--- config.mk ---
export PLATFORM = sky130hd
export DESIGN_NAME = boot_loader
export DESIGN_NICKNAME = d
export VERILOG_FILES = /design/src/rtl/boot_pkg.sv /design/src/rtl/boot_loader.sv
export SDC_FILE = /design/constraint.sdc
export NUM_CORES = 1
export LEC_CHECK = 0
export CORE_AREA = 10 10 110 122
export DETAILED_ROUTE_END_ITERATION = 8
export DIE_AREA = 0 0 120 132
export PLACE_DENSITY = 0.86
export SLEW_MARGIN = 20
export SYNTH_ARGS = -nofsm -noshare
export SYNTH_HDL_FRONTEND = slang
export SYNTH_SLANG_ARGS = --single-unit
--- constraint.sdc ---
create_clock -name bootld_clk_i -period 6.35 [get_ports bootld_clk_i]
set_clock_uncertainty 0.15 [all_clocks]
set_input_delay 0.9525 -clock bootld_clk_i [delete_from_list [all_inputs] [get_ports bootld_clk_i]]
set_output_delay 0.9525 -clock bootld_clk_i [all_outputs]
set_load 0.05 [all_outputs]
--- src/rtl/boot_pkg.sv ---
// boot_pkg: shared FSM states, header magic and header field positions for the boot loader
package boot_pkg;
  typedef enum logic [3:0] {
    ST_IDLE     = 4'd0,
    ST_HDR_RD   = 4'd1,
    ST_HDR_CHK  = 4'd2,
    ST_DAT_WAIT = 4'd3,
    ST_DAT_RD   = 4'd4,
    ST_DAT_CAP  = 4'd5,
    ST_DAT_WR   = 4'd6,
    ST_DONE     = 4'd7,
    ST_ERROR    = 4'd8
  } state_t;
  localparam logic [7:0] MAGIC       = 8'hAD;
  localparam int         HDR_CNT_MSB = 31;
  localparam int         HDR_CNT_LSB = 16;
  localparam int         HDR_MAG_MSB = 15;
  localparam int         HDR_MAG_LSB = 8;
endpackage

--- src/rtl/boot_loader.sv ---
// boot_loader: pops a header and N payload words from the boot FIFO and writes them to instruction memory
module boot_loader #(
  parameter int               DATA_W    = 32,
  parameter int               ADDR_W    = 16,
  parameter logic [ADDR_W-1:0] BASE_ADDR = '0,
  parameter logic [7:0]       MAGIC     = boot_pkg::MAGIC
) (
  input  logic              bootld_clk_i,
  input  logic              bootld_rst_i,
  input  logic              bootld_start_i,
  input  logic              bootld_fifo_empty_i,
  output logic              bootld_fifo_rd_o,
  input  logic [DATA_W-1:0] bootld_fifo_data_i,
  output logic              bootld_mem_we_o,
  output logic [ADDR_W-1:0] bootld_mem_addr_o,
  output logic [DATA_W-1:0] bootld_mem_wdata_o,
  input  logic              bootld_mem_ready_i,
  output logic              bootld_busy_o,
  output logic              bootld_done_o,
  output logic              bootld_error_o,
  output logic [DATA_W-1:0] bootld_checksum_o,
  output logic [15:0]       bootld_count_o
);
  import boot_pkg::*;
  // Largest word count that still fits between BASE_ADDR and the top of the address space
  localparam int LIMIT = 2 ** (ADDR_W - 2) - int'(BASE_ADDR) / 4;
  state_t              r_state;
  logic [15:0]         r_remaining;
  logic                r_we;
  logic [ADDR_W-1:0]   r_addr;
  logic [DATA_W-1:0]   r_wdata;
  logic                r_done;
  logic                r_error;
  logic [DATA_W-1:0]   r_checksum;
  logic [15:0]         r_count;
  logic [15:0]         w_hdr_cnt;
  logic [7:0]          w_hdr_mag;
  logic                w_hdr_bad;
  logic                w_idle;
  assign w_hdr_cnt = bootld_fifo_data_i[HDR_CNT_MSB:HDR_CNT_LSB];
  assign w_hdr_mag = bootld_fifo_data_i[HDR_MAG_MSB:HDR_MAG_LSB];
  assign w_hdr_bad = (w_hdr_mag != MAGIC) || (int'(w_hdr_cnt) > LIMIT);
  assign w_idle    = (r_state == ST_IDLE) || (r_state == ST_DONE) || (r_state == ST_ERROR);
  // Pop only from the two read states and never while the FIFO is empty
  always_comb begin
    bootld_fifo_rd_o = ((r_state == ST_HDR_RD) || (r_state == ST_DAT_WAIT)) && !bootld_fifo_empty_i;
    bootld_busy_o    = !w_idle;
  end
  assign bootld_mem_we_o    = r_we;
  assign bootld_mem_addr_o  = r_addr;
  assign bootld_mem_wdata_o = r_wdata;
  assign bootld_done_o      = r_done;
  assign bootld_error_o     = r_error;
  assign bootld_checksum_o  = r_checksum;
  assign bootld_count_o     = r_count;
  // Load FSM: header check, then one word in flight at a time through capture and write
  always_ff @(posedge bootld_clk_i or negedge bootld_rst_i) begin
    if (!bootld_rst_i) begin
      r_state     <= ST_IDLE;
      r_remaining <= '0;
      r_we        <= 1'b0;
      r_addr      <= '0;
      r_wdata     <= '0;
      r_done      <= 1'b0;
      r_error     <= 1'b0;
      r_checksum  <= '0;
      r_count     <= '0;
    end else begin
      case (r_state)
        ST_IDLE, ST_DONE, ST_ERROR: if (bootld_start_i) begin
          r_done      <= 1'b0;
          r_error     <= 1'b0;
          r_checksum  <= '0;
          r_count     <= '0;
          r_remaining <= '0;
          r_addr      <= BASE_ADDR;
          r_state     <= ST_HDR_RD;
        end
        ST_HDR_RD: if (!bootld_fifo_empty_i) r_state <= ST_HDR_CHK;
        ST_HDR_CHK: begin
          if (w_hdr_bad) begin
            r_error <= 1'b1;
            r_state <= ST_ERROR;
          end else if (w_hdr_cnt == 16'd0) begin
            r_done  <= 1'b1;
            r_state <= ST_DONE;
          end else begin
            r_remaining <= w_hdr_cnt;
            r_state     <= ST_DAT_WAIT;
          end
        end
        ST_DAT_WAIT: if (!bootld_fifo_empty_i) r_state <= ST_DAT_RD;
        ST_DAT_RD: r_state <= ST_DAT_CAP;
        ST_DAT_CAP: begin
          r_wdata <= bootld_fifo_data_i;
          r_we    <= 1'b1;
          r_state <= ST_DAT_WR;
        end
        ST_DAT_WR: if (bootld_mem_ready_i) begin
          r_we        <= 1'b0;
          r_addr      <= r_addr + ADDR_W'(4);
          r_checksum  <= r_checksum ^ r_wdata;
          r_count     <= r_count + 16'd1;
          r_remaining <= r_remaining - 16'd1;
          r_done      <= (r_remaining == 16'd1);
          r_state     <= (r_remaining == 16'd1) ? ST_DONE : ST_DAT_WAIT;
        end
        default: r_state <= ST_IDLE;
      endcase
    end
  end
endmodule

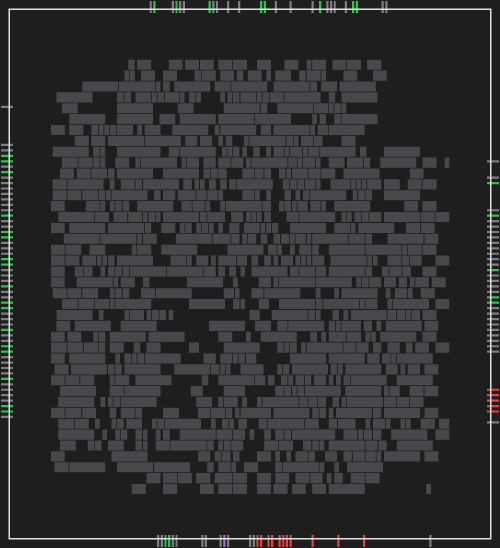
Fig. 1. Pin placement.
Drawn at 4 px/um. Pins as bars across the die edge, other pins in gray.
Key: purple = bootld_mem_ready_i [pins 1, direction input, edge bottom]; red = bootld_count_o [pins 16, direction output, edge 11 bottom, 5 right]; green = bootld_mem_wdata_o [pins 32, direction output, edge 17 left, 8 top, 5 right, 2 bottom]

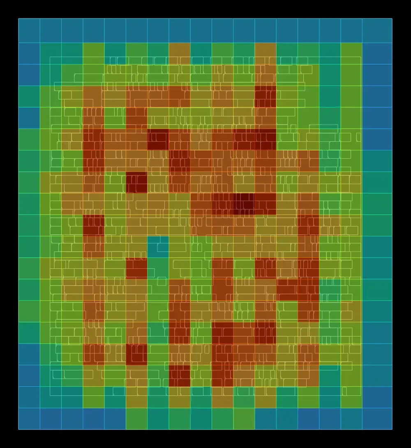
Fig. 2. Routing congestion map.
GRT Total Usage: 21.1%
met2 Usage GRT: 34.8%
Final Util: 71.8%
GR peak layer: met2
GR Util met3: 8.78%

==> summary.txt <==
yosys + openroad results -> Inst Count DP=860, Psw=0.00157 W, Hold EP=bootld_checksum_o[7]$_DFFE_PN0P_, clock root buffer=clkbuf_16, YS chip area=5740 um^2, Sw Ratio=43.2%, Min Hold Slack=338 ps, number of remaining DRC errors=0, row cnt=40, post-layout power=0.00363 W, clk slew on worst S/H paths=50 ps, die extent in x=120 um, via density per instance=5.84, Non-Filler Instances=893, Peak VDD IR=0.284 mV, asr flop ratio synth=100%, Pint=0.00206 W, most frequent logic cell in the layout=clkdlybuf4s50_1, Max-slew headroom=30.8%, Comb. pwr=0.00155 W, Final Hold Viols=0, Initial Util=52.9%, Worst-Skew Late Latency=410 ps, I/O pin total=138, type of the worst setup path=flip-flop to output pin, grt total ovfl=0, outcome=finished, final reports clean, xor+xnor area frac=3.05%, most numerous logic cells after layout=134 x clkdlybuf4s50_1, 117 x dfrtp_1, 90 x o21ai_0, Synth Seq Share=51.0%, Sum Neg Setup Slack=0 ps, CTS Hold Buffers Added=0, P_clk=0.000937 W
-- state kept, by name (all words and copies together), names as in the netlist --
signal,count
bootld_mem_addr_o,14
bootld_checksum_o,32
bootld_mem_wdata_o,32
bootld_done_o,1
r_state,4
bootld_count_o,16
r_remaining,16
bootld_mem_we_o,1
bootld_error_o,1
-- routing by layer --
metal  track usage [%]  vias to the layer above
met5                 0                        -
met4              7.92                        0
met3              8.78                       26
met2              34.8                      223
met1              23.9                     2559
li1                  -                     2408
-- cell type report --
cell class,count,area (um^2),share of cell area (%)
clock inverters,12,130,1.67
well taps,147,184,2.36
multi-input cells,435,2620,33.6
inverters,21,78.8,1.01
repair buffers,141,1400,17.9
flip-flops and latches,117,2930,37.6
clock buffers,20,457,5.86
Power and IR drop assume default switching activity.
